==> config.mk <==
export PLATFORM = sky130hd
export DESIGN_NAME = i2s_audio_frontend_flat
export DESIGN_NICKNAME = d
export VERILOG_FILES = /design/src/rtl/kws_audio_pkg.sv /design/src/rtl/i2s_audio_frontend_if.sv /design/src/rtl/preemph_filter.sv /design/src/rtl/i2s_audio_frontend.sv /design/src/flat_wrapper.sv
export SDC_FILE = /design/constraint.sdc
export NUM_CORES = 1
export LEC_CHECK = 0
export CORE_ASPECT_RATIO = 0.8
export CORE_MARGIN = 3
export CORE_UTILIZATION = 54
export CTS_CLUSTER_SIZE = 25
export DETAILED_ROUTE_END_ITERATION = 8
export MAX_ROUTING_LAYER = met4
export PLACE_DENSITY = 0.83
export SYNTH_ARGS = -nofsm -noshare
export SYNTH_HDL_FRONTEND = slang
export SYNTH_SLANG_ARGS = --single-unit
==> constraint.sdc <==
create_clock -name clk -period 3.32 [get_ports clk]
set_clock_uncertainty 0.05 [all_clocks]
set_input_delay 0.83 -clock clk [delete_from_list [all_inputs] [get_ports clk]]
set_output_delay 0.83 -clock clk [all_outputs]
set_load 0.005 [all_outputs]
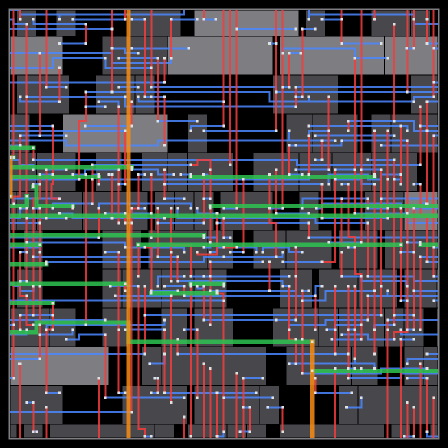
**Above:** layout detail.
Region (40, 48) to (70, 78) µm. Cells in grey, sequential cells in the stronger grey; small squares are vias.
layer	colour
met4	orange
met2	red
met3	green
met1	blue
sequential cells in the window	7
cells with their middle in the window	81
most frequent	nor2_1 (13), inv_1 (6), dfxtp_1 (6)

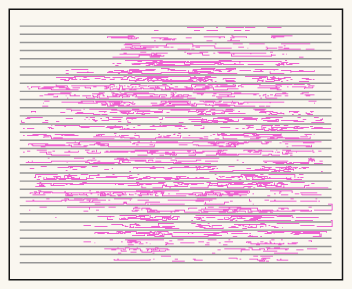
**Above:** the metal 1 layer.
Drawn at 3 px/µm. Supply wires on this layer in grey.
longest straight run	30.4 µm
wire length on this layer	4570 µm
share of all routed wire	46%
DR vias: 3826
final wirelength: 9.90 mm
met1 usage: 27.7%

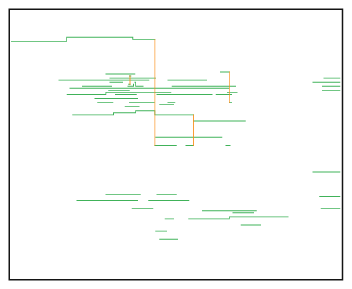
**Above:** routed metal, one colour a layer.
Drawn at 3 px/µm. Two of the layers only.
layer	colour	wire length
met3	green	608 µm
met4	orange	58.5 µm
per-cell routed wire length: 14.0 µm
total global routing track utilization: 22.2%

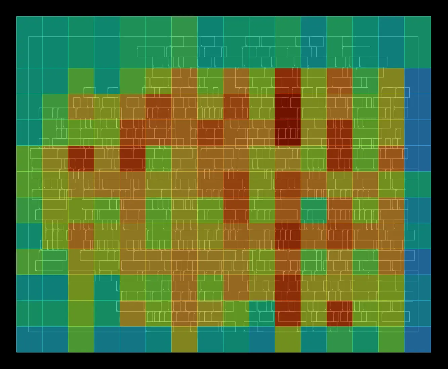
**Above:** congestion heat map.
GR peak layer: met2
met2 usage: 36.0%
met3 usage: 6.63%

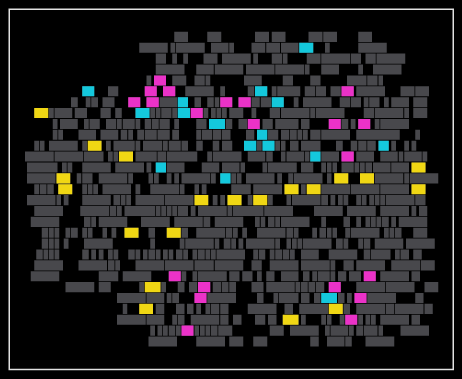
**Above:** logic cells by family.
Drawn at 4 px/µm.
family	colour	cells
XOR/XNOR gates	magenta	21
AND-OR and OR-AND gates	cyan	16
multiplexers	yellow	20
Layout Cells excl Fill: 706
leading cell type in the layout, fill and taps excluded: dfxtp_1
Comb/total area: 47.6%

==> changes_impl.md <==
### Physical design

- Fin Setup TNS: 0 ps
- Layout Nets: ~640
- Slew of the pin with the lowest slew margin: about 950 ps
- Relative slew slack: 35.9%
- Detailed Routing Iterations Pass 1: 5
- Yosys stat area: 4730 µm²
- Cell variety after synth: 51
- Peak supply drop: 0.311 mV
- Reg-to-reg slack, setup: 110 ps
- Power per cell area: 353 nW/µm²
- Dpl hpwl: 7.33 mm
- Async S/R FF share, synth: 0%
- Antenna cells: 0
- Grt total ovfl: 0
- Post-route ant nets: 0
- Clk sink count: about 90
- Max-cap violations: 0
- Final setup violating endpoints: 0
- Yosys top cell area share: 38.1%
- Status: completed
- Leakage power figure: 1.99 nW
- Top area cell types: dfxtp_1, nand2_1, fa_1
- CTS clk-pin slew, worst paths: 90 ps
- Worst setup EP type: register
- Reg2Reg Depth: 12
- CTS tree: yes
- Detailed Route Iter0 Violations: 285
- Residual DRC: 0
- Total Power: roughly 0.0019 W
- Yosys stat cell total: 566
- Ratio of final minimum period to clock period: between 90% and 100%
- Die area: 9920 µm²
- Critical path type: reg -> reg
- Log Warnings: 29
- Max-slew violations: 0
- Core area: 8200 µm²
- Post-synth EDFFs: 0
- Worst path slowest cell: fa_1
- Die Y: between 80 and 90 µm
- Yosys top cell by area: dfxtp_1
- Post-synth regs: approximately 90
- Antenna violations before repair: 0
- CTS Buffer Depth: 2
- Worst path most repeated cell: inv_1
- H-Tree Level Count: 3
- Port Buffers: 24
- Synth Cell Area: 4730 µm²
- Worst Path Required: 3530 ps
- HP Class: reg -> reg
- Clk_lat worst skew: 370 ps
- Worst EP arrival: 3420 ps
- Root Buffer: clkbuf_8
- First-pass GRT wire length: 17.3 mm
- Synth Seq Share: 38.1%
- Die width: between 100 and 150 µm
- Rows: 29
- Fmax: 311 MHz
- Main flop type: dfxtp_1
- Synth-to-Final Area Change: 13.4%
- Num CTS Buffers: 9
- Top Layout Cells: dfxtp_1, nand2_1, inv_1
- Crit path largest cell delay: 530 ps
- Layout cells sized above 1: between 10% and 20%
- Final Hold Fails: 0
- Cells after synthesis: 566
- GPL Wtd Cong: 0.933
- Post-synthesis area per instance: about 8.4 µm²
- Vias in the first global route: 3698
- CP startpoint kind: register
- Yosys Warn Count: 0
- Starting Density: 57.6%
- Final Cell Area: 5360 µm²
- Hold Path Stages: 1
- Critical path cell sequence: inv_1 -> fa_1 -> inv_1 -> ha_1 -> o211ai_1 -> o21ai_2 -> o31a_1 -> or3_1 -> a22o_1 -> a21oi_4 -> buf_12 -> a211oi_1
- Post-Syn Nets: 610
- Ratio of routed vias to standard cells: around 5.4
- Placed inst area: 5120 µm²
- Num ports: 25
- Pin count of the biggest net entering global routing: 32
- Critical path peak fanout: 15
- Min Tclk post-route: between 3000 and 4000 ps
## report_power, final
group          leakage (nW)  switching [W]  internal, W
Clock                0.0966       0.000414     0.000354
Sequential            0.728     0.00000200      0.00108
Combinational          1.16      0.0000240    0.0000155
## critical path, delay by kind of cell (launching register included)
family                     cells  cell delay (ps)
AOI/OAI and AO/OA              6             1230
adders and majority gates      2              870
DFF                            1              360
and+or+nand+nor                1              320
buffers and inverters          3              270
## per-stage QoR
stage                     util (%)  hold WS, ps  instances  setup slack (ps)
after floorplan                  -          362        566               208
after global placement        62.5          370        689               157
after detailed placement      62.5          369        689              64.1
after CTS                     64.9          405        705              34.6
after global routing          65.4          433        706             -21.7
final                         65.4          403        706               107
## cell type report
cell class | instances | area (µm²)
fill | 693 | 2840
clock inverter | 7 | 76.3
sequential | 90 | 1810
inverter | 72 | 270
clock buffer | 9 | 124
timing repair buffer | 43 | 395
tap | 108 | 135
multi-input combinational | 377 | 2550
## Yosys cell counts (3+ instances only)
cell type / count
buf_6: 3
ha_1: 23
a21oi_1: 46
fa_1: 15
a21o_1: 5
clkbuf_1: 19
nand3_1: 10
a211oi_1: 11
nand4_1: 8
or3_1: 4
nand2_1: 81
mux2i_1: 18
xor2_1: 11
o31a_1: 3
xnor2_1: 10
a211oi_2: 6
inv_1: 72
o21ai_0: 13
and2_1: 11
nor2_1: 61
nand2b_1: 4
dfxtp_1: 90
a31oi_1: 3
buf_2: 3
## cells by family after synthesis
group                      synth area share (%)
muxes                                      4.29
DFF                                        38.1
adders and majority gates                  12.4
xor gates and xnor gates                   3.89
and+or+nand+nor                            17.4
buffers and inverters                      8.42
AOI/OAI and AO/OA                          15.5
## routing by layer
layer	GRT usage [%]	part of all wire, %	wire, µm
met1	27.7	46	4570
met2	36.0	47	4670
met3	6.63	6.1	607
met4	5.15	0.59	58
met5	-	0	0
## timing repair
action	in CTS	in global routing
setup buffers	0	1
setup endpoints to repair	0	15
resized	0	12
hold buffers	0	0
No activity file was given, so power comes from the tool's default toggle rates.
